### src/rtl/spi_burst_sequencer.sv
// Burst feeder for a single-byte SPI master: TX/RX byte FIFOs plus an issue/collect sequencer.
// Optional watchdog on the master handshake is enabled with `define SPI_SEQ_TIMEOUT_EN.
module spi_burst_sequencer #(
    parameter int DEPTH     = 8,
    parameter int AW        = 3,
    parameter int TO_CYCLES = 64
) (
    input  logic          clk,
    input  logic          rst_n,
    input  logic          wr_en,
    input  logic [7:0]    wr_data,
    output logic          tx_full,
    output logic [AW:0]   tx_level,
    input  logic          rd_en,
    output logic [7:0]    rd_data,
    output logic          rx_empty,
    output logic [AW:0]   rx_level,
    input  logic          go,
    input  logic [AW:0]   len,
    output logic          seq_busy,
    output logic          done,
    output logic          err,
    output logic          m_start,
    output logic [7:0]    m_data_in,
    input  logic          m_busy,
    input  logic [7:0]    m_data_out
);

    typedef enum logic [2:0] {
        IDLE, ISSUE, WAIT_BUSY, WAIT_DONE, STORE, FINISH
    } state_t;

    localparam logic [AW:0] DEPTH_L = (AW+1)'(DEPTH);

    logic [7:0]    tx_mem_q [DEPTH];
    logic [7:0]    rx_mem_q [DEPTH];
    logic [AW-1:0] tx_wptr_q, tx_wptr_d, tx_rptr_q, tx_rptr_d;
    logic [AW-1:0] rx_wptr_q, rx_wptr_d, rx_rptr_q, rx_rptr_d;
    logic [AW:0]   tx_cnt_q, tx_cnt_d, rx_cnt_q, rx_cnt_d;

    state_t        state_q, state_d;
    logic [AW:0]   remaining_q, remaining_d;
    logic          seq_busy_q, seq_busy_d;
    logic          done_q, done_d;
    logic          err_q, err_d;
    logic          m_start_q, m_start_d;
    logic [7:0]    m_data_in_q, m_data_in_d;

    logic          tx_pop, rx_push, go_ok;
    logic          tx_push_ok, tx_pop_ok, rx_push_ok, rx_pop_ok;
    logic [7:0]    tx_head;

`ifdef SPI_SEQ_TIMEOUT_EN
    localparam int TW = $clog2(TO_CYCLES + 1);
    logic [TW-1:0] to_cnt_q, to_cnt_d;
`endif

    assign tx_head  = tx_mem_q[tx_rptr_q];
    assign tx_full  = (tx_cnt_q == DEPTH_L);
    assign tx_level = tx_cnt_q;
    assign rd_data  = rx_mem_q[rx_rptr_q];
    assign rx_empty = (rx_cnt_q == '0);
    assign rx_level = rx_cnt_q;
    assign seq_busy = seq_busy_q;
    assign done     = done_q;
    assign err      = err_q;
    assign m_start  = m_start_q;
    assign m_data_in = m_data_in_q;

    // Full/empty are judged on the pre-cycle count, so a push into a full TX is dropped even while popping.
    always_comb begin
        tx_push_ok = wr_en && !tx_full;
        tx_pop_ok  = tx_pop && (tx_cnt_q != '0);
        rx_push_ok = rx_push && (rx_cnt_q != DEPTH_L);
        rx_pop_ok  = rd_en && !rx_empty;
        tx_wptr_d  = tx_push_ok ? tx_wptr_q + AW'(1) : tx_wptr_q;
        tx_rptr_d  = tx_pop_ok  ? tx_rptr_q + AW'(1) : tx_rptr_q;
        rx_wptr_d  = rx_push_ok ? rx_wptr_q + AW'(1) : rx_wptr_q;
        rx_rptr_d  = rx_pop_ok  ? rx_rptr_q + AW'(1) : rx_rptr_q;
        tx_cnt_d   = tx_cnt_q + (AW+1)'(tx_push_ok) - (AW+1)'(tx_pop_ok);
        rx_cnt_d   = rx_cnt_q + (AW+1)'(rx_push_ok) - (AW+1)'(rx_pop_ok);
    end

    always_ff @(posedge clk) begin
        if (tx_push_ok) tx_mem_q[tx_wptr_q] <= wr_data;
        if (rx_push_ok) rx_mem_q[rx_wptr_q] <= m_data_out;
    end

    always_comb begin
        state_d     = state_q;
        remaining_d = remaining_q;
        seq_busy_d  = seq_busy_q;
        m_data_in_d = m_data_in_q;
        done_d      = 1'b0;
        err_d       = 1'b0;
        m_start_d   = 1'b0;
        tx_pop      = 1'b0;
        rx_push     = 1'b0;
        go_ok       = (len != '0) && (len <= tx_cnt_q) && (len <= DEPTH_L - rx_cnt_q);
        // m_start and m_data_in are loaded on entry to ISSUE so both are valid during that cycle.
        case (state_q)
            IDLE: begin
                if (go) begin
                    if (go_ok) begin
                        remaining_d = len;
                        seq_busy_d  = 1'b1;
                        m_start_d   = 1'b1;
                        m_data_in_d = tx_head;
                        state_d     = ISSUE;
                    end else begin
                        err_d = 1'b1;
                    end
                end
            end
            ISSUE:     state_d = WAIT_BUSY;
            WAIT_BUSY: if (m_busy) state_d = WAIT_DONE;
            WAIT_DONE: begin
                if (!m_busy) begin
                    rx_push     = 1'b1;
                    tx_pop      = 1'b1;
                    remaining_d = remaining_q - (AW+1)'(1);
                    state_d     = STORE;
                end
            end
            STORE: begin
                if (remaining_q == '0) begin
                    state_d = FINISH;
                end else begin
                    m_start_d   = 1'b1;
                    m_data_in_d = tx_head;
                    state_d     = ISSUE;
                end
            end
            FINISH: begin
                done_d     = 1'b1;
                seq_busy_d = 1'b0;
                state_d    = IDLE;
            end
            default: state_d = IDLE;
        endcase
`ifdef SPI_SEQ_TIMEOUT_EN
        // Abort leaves the unsent byte at the TX head; nothing was popped for it yet.
        to_cnt_d = '0;
        if ((state_q == WAIT_BUSY || state_q == WAIT_DONE) && state_d == state_q) begin
            if (to_cnt_q == TW'(TO_CYCLES - 1)) begin
                state_d    = IDLE;
                seq_busy_d = 1'b0;
                err_d      = 1'b1;
            end else begin
                to_cnt_d = to_cnt_q + TW'(1);
            end
        end
`endif
    end

    always_ff @(posedge clk or negedge rst_n) begin
        if (!rst_n) begin
            tx_wptr_q   <= '0;
            tx_rptr_q   <= '0;
            rx_wptr_q   <= '0;
            rx_rptr_q   <= '0;
            tx_cnt_q    <= '0;
            rx_cnt_q    <= '0;
            state_q     <= IDLE;
            remaining_q <= '0;
            seq_busy_q  <= 1'b0;
            done_q      <= 1'b0;
            err_q       <= 1'b0;
            m_start_q   <= 1'b0;
            m_data_in_q <= 8'h00;
`ifdef SPI_SEQ_TIMEOUT_EN
            to_cnt_q    <= '0;
`endif
        end else begin
            tx_wptr_q   <= tx_wptr_d;
            tx_rptr_q   <= tx_rptr_d;
            rx_wptr_q   <= rx_wptr_d;
            rx_rptr_q   <= rx_rptr_d;
            tx_cnt_q    <= tx_cnt_d;
            rx_cnt_q    <= rx_cnt_d;
            state_q     <= state_d;
            remaining_q <= remaining_d;
            seq_busy_q  <= seq_busy_d;
            done_q      <= done_d;
            err_q       <= err_d;
            m_start_q   <= m_start_d;
            m_data_in_q <= m_data_in_d;
`ifdef SPI_SEQ_TIMEOUT_EN
            to_cnt_q    <= to_cnt_d;
`endif
        end
    end

endmodule

### config.mk
export PLATFORM = sky130hd
export DESIGN_NAME = spi_burst_sequencer
export DESIGN_NICKNAME = d
export VERILOG_FILES = /design/src/rtl/spi_burst_sequencer.sv
export SDC_FILE = /design/constraint.sdc
export NUM_CORES = 1
export LEC_CHECK = 0
export ABC_CLOCK_PERIOD_IN_PS = 4600
export CORE_AREA = 4 4 113 115
export DETAILED_ROUTE_END_ITERATION = 7
export DIE_AREA = 0 0 117 119
export GPL_TIMING_DRIVEN = 0
export PLACE_DENSITY = 0.93
export SYNTH_ARGS = -nofsm -noshare
export SYNTH_HDL_FRONTEND = slang
export SYNTH_SLANG_ARGS = --single-unit
### constraint.sdc
create_clock -name clk -period 4.6 [get_ports clk]
set_clock_uncertainty 0.05 [all_clocks]
set_input_delay 0.92 -clock clk [delete_from_list [all_inputs] [get_ports clk]]
set_output_delay 0.92 -clock clk [all_outputs]
set_load 0.03 [all_outputs]
==> qor.log, run 1 <==
qor: sta.timing_worst_slew_pin_value 1.321 ns
qor: placement.dpl.hpwl 9.639 mm
qor: run.stage_log_warnings 30
qor: critical_path.cp-endpoint rd_data[4]
qor: cts.cts_made_buffers 17
qor: synthesis.syn_inst 412
qor: cts.clk_root_buffer_cell sky130_fd_sc_hd__clkbuf_16
qor: power_and_ir_drop.cellLeakagePower 3.125 nW
qor: route.route.antenna.remaining_nets 0
qor: sta.grt_setup_unrepaired no
qor: die.std_cell_rows 40
qor: critical_path.timing.critical_path.to_type output pin
qor: die.fp_util 0.6017
qor: cts.clock_tree_from_tritoncts yes
qor: synthesis.synth_stat.cells 412
qor: synthesis.yosysMostFrequentCell sky130_fd_sc_hd__edfxtp_1
qor: critical_path.worst-setup-path-type flop to output pin
qor: outcome.outcome complete, no violations
qor: critical_path.worst_r2r_startpoint rx_level[1]
qor: placement.gp_congestion 0.7450
qor: synthesis.compound_area_frac 0.03151
qor: critical_path.worst-r2r-setup-slack 1.33 ns
qor: sta.final-setup-viol-count 0
qor: synthesis.synth-seq-cells 167
qor: route.route.detailed.vias_per_inst 6.068
qor: synthesis.topCombFamilyByArea multiplexers
qor: critical_path.worstSetupStartpointType flop
qor: critical_path.worst_ep_required_time 3.63 ns
qor: synthesis.post-synth-top-area-cell sky130_fd_sc_hd__edfxtp_1
qor: synthesis.yosys_warnings 0
qor: sta.fin_hold_ws 0.2728 ns
qor: synthesis.synth-xor-area-share 0.01479
qor: synthesis.post-synth-top-area-fraction 0.5408
qor: placement.detailed_place.area 7856 um2
qor: power_and_ir_drop.p_comb_frac 0.393
qor: synthesis.combined_area_of_all_synthesized_cells 7107 um2
qor: synthesis.ys_sh_mux 0.1498
qor: finish.final-instance-count-excl-fill 649
qor: finish.regArea 4820 um2
qor: synthesis.post_synth_and_or_nand_nor_area_fraction 0.05088
qor: cts.cts_repair_resize_count 0
qor: cts.path_clk_slew 0.06 ns
qor: finish.logic_area 2146 um2
qor: power_and_ir_drop.p_sw 2.023 mW
qor: synthesis.ys_chip_area 7107 um2
qor: route.firstDrtPassIters 5
qor: synthesis.synthesis.area_per_instance 17.25 um2
qor: run.max_cap_violations 0
qor: power_and_ir_drop.design_power_total 5.870 mW
qor: global_route.grt_first_pass_wirelength 23.37 mm
qor: cts.cts_hold_buffers 0
qor: sta.fin_setup_tns 0 ns
qor: synthesis.edf_count 128
qor: finish.final_nets 545
qor: finish.post-route-cell-area 8471 um2
qor: critical_path.worst-endpoint-arrival 3.20 ns
qor: power_and_ir_drop.peakVddDrop 0.4867 mV
qor: route.dr_total_vias 3938
qor: global_route.largest_net_degree_at_the_start_of_global_routing 35
qor: power_and_ir_drop.flop_pwr_share 0.360
qor: synthesis.ys.flop_type sky130_fd_sc_hd__edfxtp_1
qor: finish.antenna-diode-count 0
qor: critical_path.critPathLaunch rx_rptr_q[0]
qor: sta.clock.fmax 0.2397 GHz
qor: global_route.antenna_violations_before_repair 0
qor: synthesis.netlist-cell-type-count 44
qor: finish.area.growth.synth_to_final 19.19%
qor: cts.cts_post_setup_buffers_inserted 0
qor: sta.min_period_over_period 0.9069
qor: route.drt-wirelength-per-cell 22.97 um
qor: power_and_ir_drop.power.switching_fraction 0.3445
qor: power_and_ir_drop.clock_power_share 0.247
qor: finish.layout_top_cells_excl_fill_tap 128 x sky130_fd_sc_hd__edfxtp_1, 54 x sky130_fd_sc_hd__clkdlybuf4s50_1, 39 x sky130_fd_sc_hd__dfrtp_1
qor: route.finalWirelength 14.91 mm
qor: hold_path.hold_class input pin to asynchronous set/reset pin
qor: global_route.global_route.overflow_total 0
qor: synthesis.synth_seq_share 0.6782
qor: critical_path.crit_fanout 10
qor: power_and_ir_drop.internal_power 3.848 mW
qor: critical_path.worstRegToRegCells 12
qor: synthesis.synthesis.nets 468
qor: cts.tritoncts_num_sinks 167
qor: route.drt-initial-drc-count 376
qor: cts.ctsLongestPathBuffers 2
qor: sta.hold_violations 0
qor: finish.finish.utilization 0.7172
qor: finish.final_layout_size_suffix_gt1_frac 0.1972
qor: sta.layout_setup_ws 0.4282 ns
qor: cts.cts_max_level 4
qor: power_and_ir_drop.powerDensity 693.0 nW/um2
qor: route.post-route-drc-count 0
qor: global_route.first_global_vias 4187
qor: critical_path.critical_path.reg2reg.endpoint m_data_in[0]
qor: placement.pre_cts_slack 0.7797 ns
qor: synthesis.synth.area.top_cells sky130_fd_sc_hd__edfxtp_1 54%, sky130_fd_sc_hd__dfrtp_1 14%, sky130_fd_sc_hd__mux4_2 10%
qor: sta.finalWorstPathRequiredPeriod 4.172 ns
qor: die.die_w 117 um
qor: synthesis.asyncSetResetFlopFracSynth 0.2335
qor: placement.placed_cells_incl_taps 615
qor: die.die_y 119 um
qor: finish.layout_top_cell_excl_fill_tap sky130_fd_sc_hd__edfxtp_1
qor: synthesis.synth.cells.most_frequent 128 x sky130_fd_sc_hd__edfxtp_1, 39 x sky130_fd_sc_hd__dfrtp_1, 32 x sky130_fd_sc_hd__mux4_2, 28 x sky130_fd_sc_hd__ha_1, 27 x sky130_fd_sc_hd__nand2_1
qor: cts.clk_ins_delay_skew_pair 0.43 ns
qor: synthesis.ys_sh_adder 0.05493
qor: sta.max_slew_margin 0.1123
qor: sta.timing.final.max_slew_violations 0
qor: die.chip_area 13920 um2
## run 1: layer usage
layer	up-vias	wire length, um	track usage
li1	1722	-	-
met1	2014	5848	0.2932
met2	168	7939	0.3901
met3	34	787	0.05335
met4	0	333	0.08172
met5	-	0	0
## run 1: flip-flops by register name, summed over array words and instances (netlist names), 4 cells and up
| name | count |
|---|---|
| rx_level | 4 |
| remaining_q | 4 |
| tx_mem_q | 64 |
| tx_level | 4 |
| rx_mem_q | 64 |
| m_data_in | 8 |
## run 1: critical path: stages (launching register included)
cell                              delay, ns
sky130_fd_sc_hd__dfrtp_1               0.36
sky130_fd_sc_hd__clkbuf_1              0.49
sky130_fd_sc_hd__buf_2                 0.47
sky130_fd_sc_hd__mux4_2                0.56
sky130_fd_sc_hd__mux2_2                0.30
sky130_fd_sc_hd__clkdlybuf4s50_1       0.60
## run 1: cell type report
type / instances / share of cell area
Clock inverter: 12 / 0.01802
Inverter: 23 / 0.01019
Clock buffer: 20 / 0.05273
Timing Repair Buffer: 58 / 0.06854
Tap cell: 147 / 0.02171
Buffer: 12 / 0.006499
Sequential cell: 167 / 0.5690
Multi-Input combinational cell: 210 / 0.2533
## run 1: cells by family (layout without fill, tap and decap cells)
group / after synthesis / count (layout)
fa+ha+maj: 30 / 30
simple gates: 79 / 79
xor+xnor: 12 / 12
compound gates: 29 / 29
mux: 60 / 60
flops: 167 / 167
buf+inv: 35 / 125
## run 1: power groups by stage
stage / Sequential, mW / Clock (mW) / Combinational (mW)
2_1_floorplan: 2.23 / 0 / 1.43
3_3_place_gp: 2.10 / 0 / 2.15
3_5_place_dp: 2.12 / 0 / 2.28
4_1_cts: 2.11 / 1.45 / 2.32
5_1_grt: 2.13 / 1.53 / 2.49
6_report: 2.11 / 1.45 / 2.31
**Run 1: port wiring**

(2 px per um)
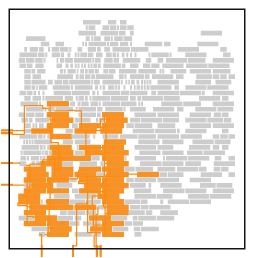
wr_data -> orange  # bits 8, direction input, edge 4 left, 4 bottom, end cells 64, buffers 8, wire 666 um
IO Pins: 56
number of port buffers: 55

**Run 1: wiring by layer**

(4 px per um) Only two layers are drawn.
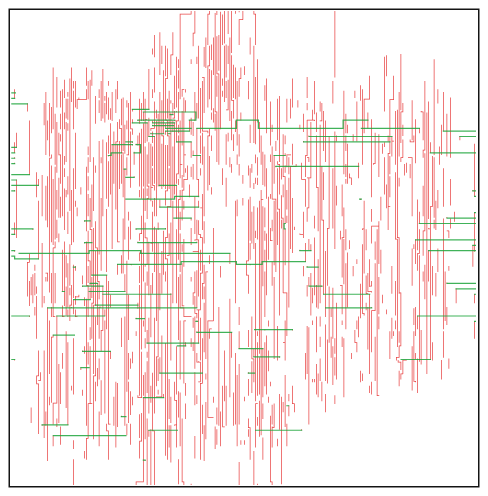
met2 -> red  # wire length 7940 um
met3 -> green  # wire length 787 um

**Run 1: cell placement**

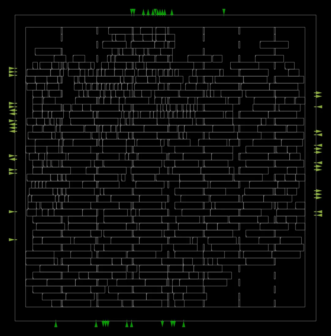
number of fillers in the final layout: 690
total core area: 11810 um2

**Run 1: ports around the boundary**

(4 px per um) Pins as bars across the die edge, other pins in grey.
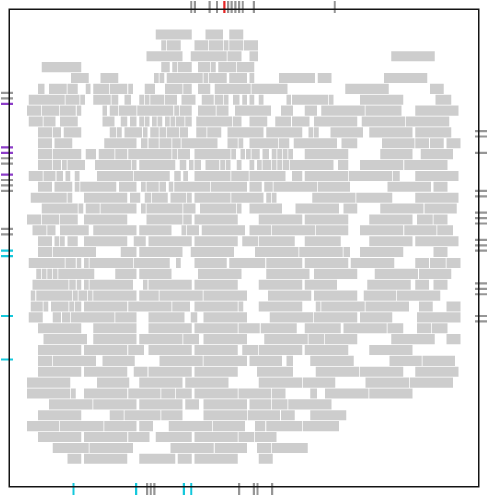

==> run 1 -> run 2 <==
--- a/config.mk
+++ b/config.mk
@@ -6,11 +6,13 @@
 export NUM_CORES = 1
 export LEC_CHECK = 0
 export ABC_CLOCK_PERIOD_IN_PS = 4600
-export CORE_AREA = 4 4 113 115
+export CAP_MARGIN = 20
+export CORE_AREA = 4 4 125 127
 export DETAILED_ROUTE_END_ITERATION = 7
-export DIE_AREA = 0 0 117 119
+export DIE_AREA = 0 0 129 131
 export GPL_TIMING_DRIVEN = 0
-export PLACE_DENSITY = 0.93
+export PLACE_DENSITY = 0.8
+export REMOVE_ABC_BUFFERS = 1
 export SYNTH_ARGS = -nofsm -noshare
 export SYNTH_HDL_FRONTEND = slang
 export SYNTH_SLANG_ARGS = --single-unit
**Run 2: ports around the boundary**

(4 px per um) Pins as bars across the die edge, other pins in grey.
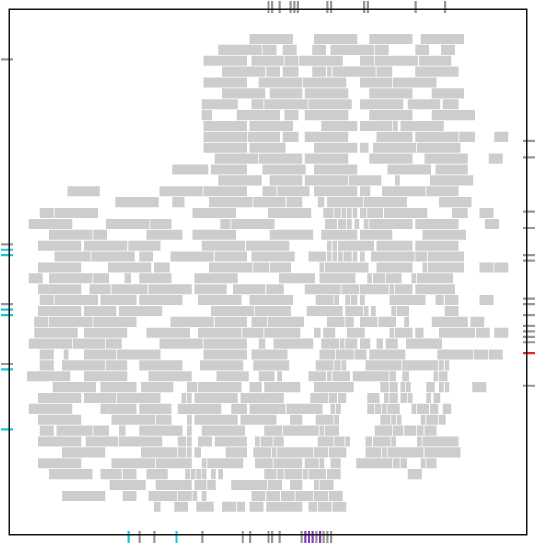
seq_busy -> red  # pins 1, direction output, edge right
wr_data -> cyan  # pins 8, direction input, edge 6 left, 2 bottom
len -> purple  # pins 4, direction input, edge bottom
Die W: 129 um
die height: 131 um

**Run 2: cell placement**

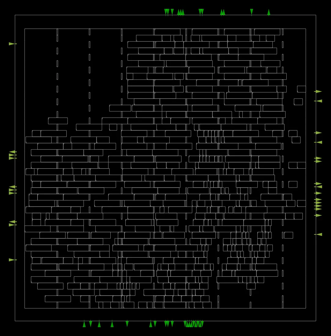
register fraction of the total cell area: 0.5692
number of well taps: 184

==> run 2 against run 1 <==
Core utilization decreased by 13 points. Die area grew 21%. Hold slack improved by 0.14 ns. Flip-flop count stayed put. Worst setup slack improved by 0.45 ns. Wire length is 12% lower. Largest power group is now registers. Highest routed layer unchanged.
==> qor.log, run 2 <==
qor: outcome.outcome complete, no violations
qor: route.finalWirelength 13.11 mm
qor: synthesis.asyncSetResetFlopFracSynth 0.2335
qor: synthesis.synthesis.area_per_instance 17.25 um2
qor: global_route.largest_net_degree_at_the_start_of_global_routing 40
qor: power_and_ir_drop.powerDensity 663.7 nW/um2
qor: finish.final-instance-count-excl-fill 677
qor: cts.cts_hold_buffers 0
qor: synthesis.netlist-cell-type-count 44
qor: synthesis.synth_stat.cells 412
qor: die.fp_util 0.4927
qor: sta.max_slew_margin 0.3518
qor: critical_path.timing.critical_path.max_delay_family AND-OR/OR-AND gates
qor: cts.clk_ins_delay_skew_pair 0.41 ns
qor: sta.timing.final.max_slew_violations 0
qor: synthesis.edf_count 128
qor: sta.hold_violations 0
qor: global_route.global_route.overflow_total 0
qor: critical_path.crit_fanout 9
qor: run.max_cap_violations 0
qor: cts.cts_repair_resize_count 0
qor: cts.tritoncts_num_sinks 167
qor: critical_path.worst-endpoint-arrival 3.97 ns
qor: placement.detailed_place.area 7873 um2
qor: synthesis.synth_seq_share 0.6782
qor: power_and_ir_drop.p_comb_frac 0.376
qor: critical_path.worst-setup-path-type input pin to flop
qor: power_and_ir_drop.power.switching_fraction 0.3353
qor: critical_path.worstSetupStartpointType input pin
qor: placement.gp_congestion 0.7544
qor: power_and_ir_drop.p_sw 1.884 mW
qor: power_and_ir_drop.peakVddDrop 0.3410 mV
qor: power_and_ir_drop.flop_pwr_share 0.395
qor: critical_path.path_buffers 1
qor: cts.clk_root_buffer_cell sky130_fd_sc_hd__clkbuf_16
qor: synthesis.yosysMostFrequentCell sky130_fd_sc_hd__edfxtp_1
qor: finish.antenna-diode-count 0
qor: critical_path.timing.critical_path.cells clkdlybuf4s50_1 > ha_1 > and3_4 > a221o_1 > a2111oi_4 > a31oi_1 > nand2b_1 > mux2_4
qor: route.dr_total_vias 3703
qor: synthesis.ys.flop_type sky130_fd_sc_hd__edfxtp_1
qor: placement.placed_cells_incl_taps 643
qor: cts.cts_made_buffers 17
qor: finish.post-route-cell-area 8467 um2
qor: sta.fin_setup_tns 0 ns
qor: sta.layout_setup_ws 0.8811 ns
qor: synthesis.synth-seq-cells 167
qor: route.drt-initial-drc-count 462
qor: sta.grt_setup_unrepaired no
qor: cts.cts_max_level 4
qor: global_route.antenna_violations_before_repair 0
qor: sta.finalWorstPathRequiredPeriod 3.719 ns
qor: finish.area.growth.synth_to_final 19.14%
qor: sta.final-setup-viol-count 0
qor: sta.fin_hold_ws 0.4167 ns
qor: die.io_pins 56
qor: synthesis.post-synth-top-area-fraction 0.5408
qor: finish.final_layout_size_suffix_gt1_frac 0.1988
qor: global_route.grt_first_pass_wirelength 20.73 mm
qor: synthesis.ys_chip_area 7107 um2
qor: run.stage_log_warnings 29
qor: finish.finish.utilization 0.5870
qor: power_and_ir_drop.design_power_total 5.619 mW
qor: critical_path.timing.critical_path.to_type flop
qor: placement.place.port_buffers 55
qor: placement.dpl.hpwl 8.532 mm
qor: route.route.detailed.vias_per_inst 5.470
qor: die.floorplan.core_area 14420 um2
qor: finish.layout_top_cell_excl_fill_tap sky130_fd_sc_hd__edfxtp_1
qor: finish.final_nets 536
qor: sta.timing_worst_slew_pin_value 0.9649 ns
## run 2: cell type report
type | instances | area (um2) | share of cell area
Inverter | 23 | 86.33 | 0.01020
Multi-Input combinational cell | 210 | 2151 | 0.2540
Timing Repair Buffer | 61 | 640.6 | 0.07566
Clock inverter | 13 | 106.4 | 0.01256
Clock buffer | 19 | 432.9 | 0.05113
Sequential cell | 167 | 4820 | 0.5692
Tap cell | 184 | 230.2 | 0.02719
## run 2: power by group through the flow
stage               combinational (mW)  clock (mW)  sequential (mW)
floorplan                         1.27           0             2.36
global placement                  1.93           0             2.29
detailed placement                2.00           0             2.31
CTS                               2.02        1.32             2.28
global route                      2.31        1.38             2.26
finish                            2.11        1.29             2.22
## run 2: kinds of logic (layout without fill, tap and decap cells)
kind of cell             after synthesis  in the layout  share of synthesized area
flip-flops                           167            167                     0.6782
AND/OR/NAND/NOR                       79             79                    0.05088
multiplexers                          60             60                     0.1498
buffers and inverters                 35            116                    0.01989
adder cells (fa/ha/maj)               30             30                    0.05493
AND-OR/OR-AND                         29             29                    0.03151
XOR/XNOR                              12             12                    0.01479
## run 2: routing by layer
metal / share of wire / GRT usage / wire length [um]
met1: 0.40 / 0.1957 / 5243
met2: 0.52 / 0.2896 / 6877
met3: 0.057 / 0.04878 / 748
met4: 0.019 / 0.06547 / 244
met5: 0 / 0 / 0
## run 2: final timing paths
kind,start,endpoint,slack (ns),cells after the start
hold reg to reg,m_data_in[1],m_data_in[1],0.46,1
hold / removal,rst_n,tx_wptr_q[2],0.42,2
max in group asynchronous,rst_n,rx_level[0],3.88,2
setup reg to reg,rx_level[1],m_data_in[3],1.17,11
setup / recovery,len[3],m_data_in[3],0.88,8
min in group clk,m_data_in[1],m_data_in[1],0.46,1
**Run 2: cells by drive strength**

(4 px per um)
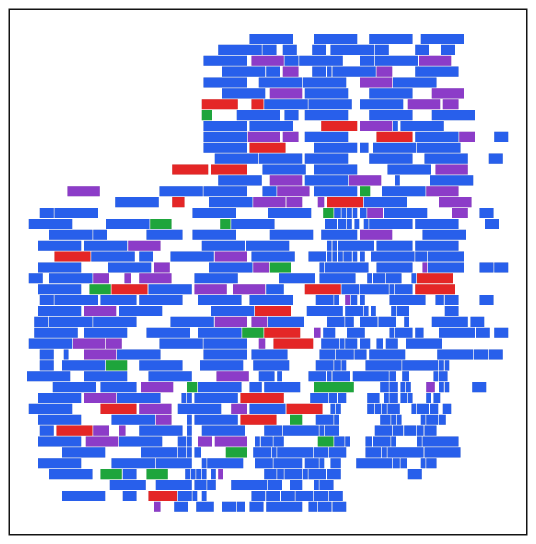

==> run 2 -> run 3 <==
--- a/config.mk
+++ b/config.mk
@@ -5,7 +5,7 @@
 export SDC_FILE = /design/constraint.sdc
 export NUM_CORES = 1
 export LEC_CHECK = 0
-export ABC_CLOCK_PERIOD_IN_PS = 4600
+export ABC_CLOCK_PERIOD_IN_PS = 3650
 export CAP_MARGIN = 20
 export CORE_AREA = 4 4 125 127
 export DETAILED_ROUTE_END_ITERATION = 7
==> constraint.sdc (replaced) <==
create_clock -name clk -period 3.65 [get_ports clk]
set_clock_uncertainty 0.05 [all_clocks]
set_input_delay 0.73 -clock clk [delete_from_list [all_inputs] [get_ports clk]]
set_output_delay 0.73 -clock clk [all_outputs]
set_load 0.03 [all_outputs]
**Run 3: cells by drive strength**

(4 px per um)
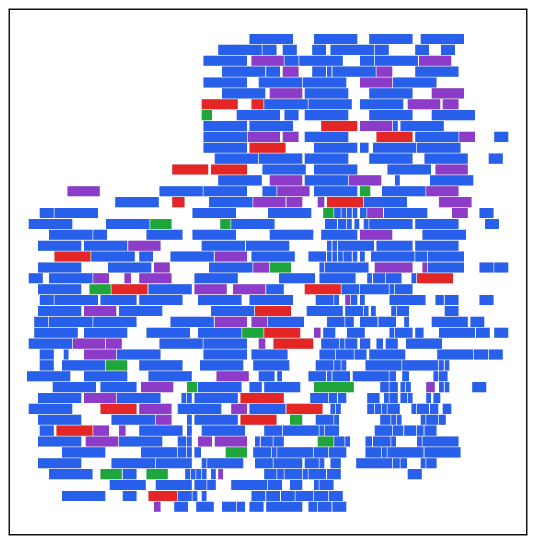
drive 1 or less -> blue  # cells 394, share 80%
drive 6 and up -> red  # cells 22, share 4.5%
drive 2 -> purple  # cells 60, share 12%
drive 3 to 4 -> green  # cells 16, share 3.3%
crit path setup slack, layout: 0.1114 ns
Layout Area Growth over Synthesis: 18.77%
post-route standard cell area excluding fillers: 8441 um2
number of buffers other than clock buffers in the final layout: 60

==> run 3 against run 2 <==
Non-clock buffer count is 1 lower. Global-route usage is the same. First-iteration DRC count fell by 1.3%. Flip-flop count unchanged.
==> qor.log, run 3 <==
qor: synthesis.synth_stat.cells 412
qor: power_and_ir_drop.peakVddDrop 0.4274 mV
qor: global_route.antenna_violations_before_repair 0
qor: synthesis.post-synth-top-area-cell sky130_fd_sc_hd__edfxtp_1
qor: power_and_ir_drop.clock_power_share 0.231
qor: run.stage_log_warnings 29
qor: die.fp_util 0.4927
qor: global_route.largest_net_degree_at_the_start_of_global_routing 40
qor: route.dr_total_vias 3673
qor: finish.layout_top_cell_excl_fill_tap sky130_fd_sc_hd__edfxtp_1
qor: die.die_w 129 um
qor: critical_path.worst_r2r_startpoint rx_level[1]
qor: global_route.grt_use_total 0.1665
qor: critical_path.worstRegToRegCells 11
qor: synthesis.syn_inst 412
qor: critical_path.crit_fanout 9
qor: synthesis.yosysMostFrequentCell sky130_fd_sc_hd__edfxtp_1
qor: placement.placed_cells_incl_taps 643
qor: power_and_ir_drop.flop_pwr_share 0.401
qor: finish.finish.utilization 0.5852
qor: synthesis.edf_count 128
qor: synthesis.yosys_warnings 0
qor: critical_path.timing.critical_path.to_type flop
qor: placement.detailed_place.area 7873 um2
qor: power_and_ir_drop.internal_power 4.677 mW
qor: synthesis.netlist-cell-type-count 44
qor: synthesis.synthesis.area_per_instance 17.25 um2
qor: route.drt-initial-drc-count 456
qor: hold_path.hold_class input pin to asynchronous set/reset pin
qor: sta.final-setup-viol-count 0
qor: cts.tritoncts_num_sinks 167
qor: finish.antenna-diode-count 0
qor: synthesis.synth.area.top_cells sky130_fd_sc_hd__edfxtp_1 54%, sky130_fd_sc_hd__dfrtp_1 14%, sky130_fd_sc_hd__mux4_2 10%
qor: route.wl_met3 720 um
qor: die.die_y 131 um
qor: die.chip_area 16900 um2
qor: finish.final_layout_size_suffix_gt1_frac 0.1992
qor: global_route.grt.busiest_layer met2
qor: power_and_ir_drop.seq_cell_power 2.83 mW
qor: sta.min_period_over_period 0.9695
qor: placement.pre_cts_slack -0.3395 ns
qor: placement.dpl.hpwl 8.532 mm
qor: route.post-route-drc-count 0
qor: power_and_ir_drop.p_comb_frac 0.368
qor: synthesis.synth.cells.most_frequent 128 x sky130_fd_sc_hd__edfxtp_1, 39 x sky130_fd_sc_hd__dfrtp_1, 32 x sky130_fd_sc_hd__mux4_2, 28 x sky130_fd_sc_hd__ha_1, 27 x sky130_fd_sc_hd__nand2_1
qor: synthesis.synth_seq_share 0.6782
qor: power_and_ir_drop.powerDensity 835.4 nW/um2
qor: route.drt-wirelength-per-cell 19.34 um
qor: sta.finalWorstPathRequiredPeriod 3.539 ns
qor: synthesis.asyncSetResetFlopFracSynth 0.2335
qor: global_route.global_route.usage.met2 0.2896
qor: cts.clk_ins_delay_skew_pair 0.42 ns
qor: outcome.outcome complete, no violations
qor: route.maxUsedRoutingLayer met4
qor: sta.fin_setup_tns 0 ns
qor: cts.cts_repair_resize_count 1
qor: power_and_ir_drop.power_combinational 2.60 mW
qor: critical_path.worst-endpoint-arrival 3.79 ns
qor: cts.clk_root_buffer_cell sky130_fd_sc_hd__clkbuf_16
qor: synthesis.post-synth-top-area-fraction 0.5408
qor: power_and_ir_drop.design_power_total 7.051 mW
qor: power_and_ir_drop.top_power_group registers
qor: placement.place.port_buffers 55
qor: finish.layout_top_cells_excl_fill_tap 128 x sky130_fd_sc_hd__edfxtp_1, 54 x sky130_fd_sc_hd__clkdlybuf4s50_1, 38 x sky130_fd_sc_hd__dfrtp_1
qor: route.route.detailed.vias_per_inst 5.433
qor: sta.clock.fmax 0.2826 GHz
qor: critical_path.critical_path.reg2reg.endpoint m_data_in[3]
qor: cts.clock_tree_from_tritoncts yes
qor: sta.fin_hold_ws 0.2241 ns
qor: synthesis.combined_area_of_all_synthesized_cells 7107 um2
qor: global_route.first_global_vias 4037
qor: sta.timing_worst_slew_pin_value 0.9739 ns
qor: finish.final_nets 535
qor: cts.path_clk_slew 0.06 ns
qor: cts.cts_post_setup_buffers_inserted 0
qor: sta.grt_setup_unrepaired no
qor: critical_path.worst_ep_required_time 3.90 ns
qor: critical_path.worst-r2r-setup-slack 0.21 ns
qor: critical_path.worst-setup-path-type input pin to flop
qor: route.routedLengthMet1 5.259 mm
qor: synthesis.ys_chip_area 7107 um2
qor: synthesis.ys.flop_type sky130_fd_sc_hd__edfxtp_1
qor: global_route.groute.layer.met1.usage 0.1957
qor: sta.timing.final.max_slew_violations 0
qor: power_and_ir_drop.cellLeakagePower 3.091 nW
qor: route.route.antenna.remaining_nets 0
qor: route.wl_met2 6.891 mm
qor: power_and_ir_drop.clk-power 1.63 mW
qor: sta.hold_violations 0
qor: run.max_cap_violations 0
qor: sta.max_slew_margin 0.3457
qor: synthesis.synth-seq-cells 167
qor: route.finalWirelength 13.08 mm
qor: placement.gp_congestion 0.7544
qor: global_route.met3_usage 0.04878
qor: cts.ctsLongestPathBuffers 2
qor: cts.cts_hold_buffers 0
qor: power_and_ir_drop.p_sw 2.374 mW
qor: route.firstDrtPassIters 4
qor: cts.cts_made_buffers 17
qor: cts.cts_max_level 4
qor: power_and_ir_drop.power.switching_fraction 0.3367
qor: critical_path.worstSetupStartpointType input pin
qor: global_route.global_route.overflow_total 0
qor: global_route.grt_first_pass_wirelength 20.73 mm
qor: die.io_pins 56
**Run 3: cell placement**

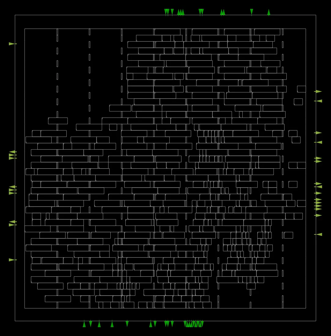
total core area: 14420 um2
count of non-filler cells in the finished layout: 676
flip-flops: 167
std cell rows: 44

[run 3: cell count changes in the layout (fill, tap and decap cells not counted)]
cell / change
sky130_fd_sc_hd__buf_16: -1
sky130_fd_sc_hd__dfrtp_2: +1
sky130_fd_sc_hd__dfrtp_1: -1
[run 3: logic make-up (layout without fill, tap and decap cells)]
group	Yosys count	after routing	share of synthesized area
xor+xnor	12	12	0.01479
flops	167	167	0.6782
buf+inv	35	115	0.01989
simple gates	79	79	0.05088
fa+ha+maj	30	30	0.05493
mux	60	60	0.1498
compound gates	29	29	0.03151
[run 3: worst max-delay path, cell delays in order]
cell,delay (ns)
sky130_fd_sc_hd__clkdlybuf4s50_1,0.57
sky130_fd_sc_hd__ha_1,0.28
sky130_fd_sc_hd__and3_4,0.19
sky130_fd_sc_hd__a221o_1,0.38
sky130_fd_sc_hd__a2111oi_4,0.43
sky130_fd_sc_hd__a31oi_1,0.13
sky130_fd_sc_hd__nand2b_1,0.59
sky130_fd_sc_hd__mux2_4,0.49
[run 3: how the worst max path moves through the flow]
stage | startpoint | endpoint | slack (ns) | cells past startpoint
6_report | len[3] | m_data_in[3] | 0.11 | 8
5_1_grt | len[3] | m_data_in[1] | 0.002 | 8
4_1_cts | len[3] | m_data_in[3] | 0.1 | 8
3_5_place_dp | len[3] | m_data_in[7] | -0.34 | 8
3_3_place_gp | len[3] | m_data_in[4] | -0.28 | 8
2_1_floorplan | rx_level[1] | m_data_in[0] | 0.55 | 11
[run 3: layout make-up]
class                   count  area (um2)
multi-input cells         210        2151
repair buffers             60       613.1
well taps                 184       230.2
flip-flops and latches    167        4821
inverters                  23       86.33
clock buffers              19       432.9
fillers                  1052        5983
clock inverters            13       106.4
Power is estimated from default activity; no workload was simulated.
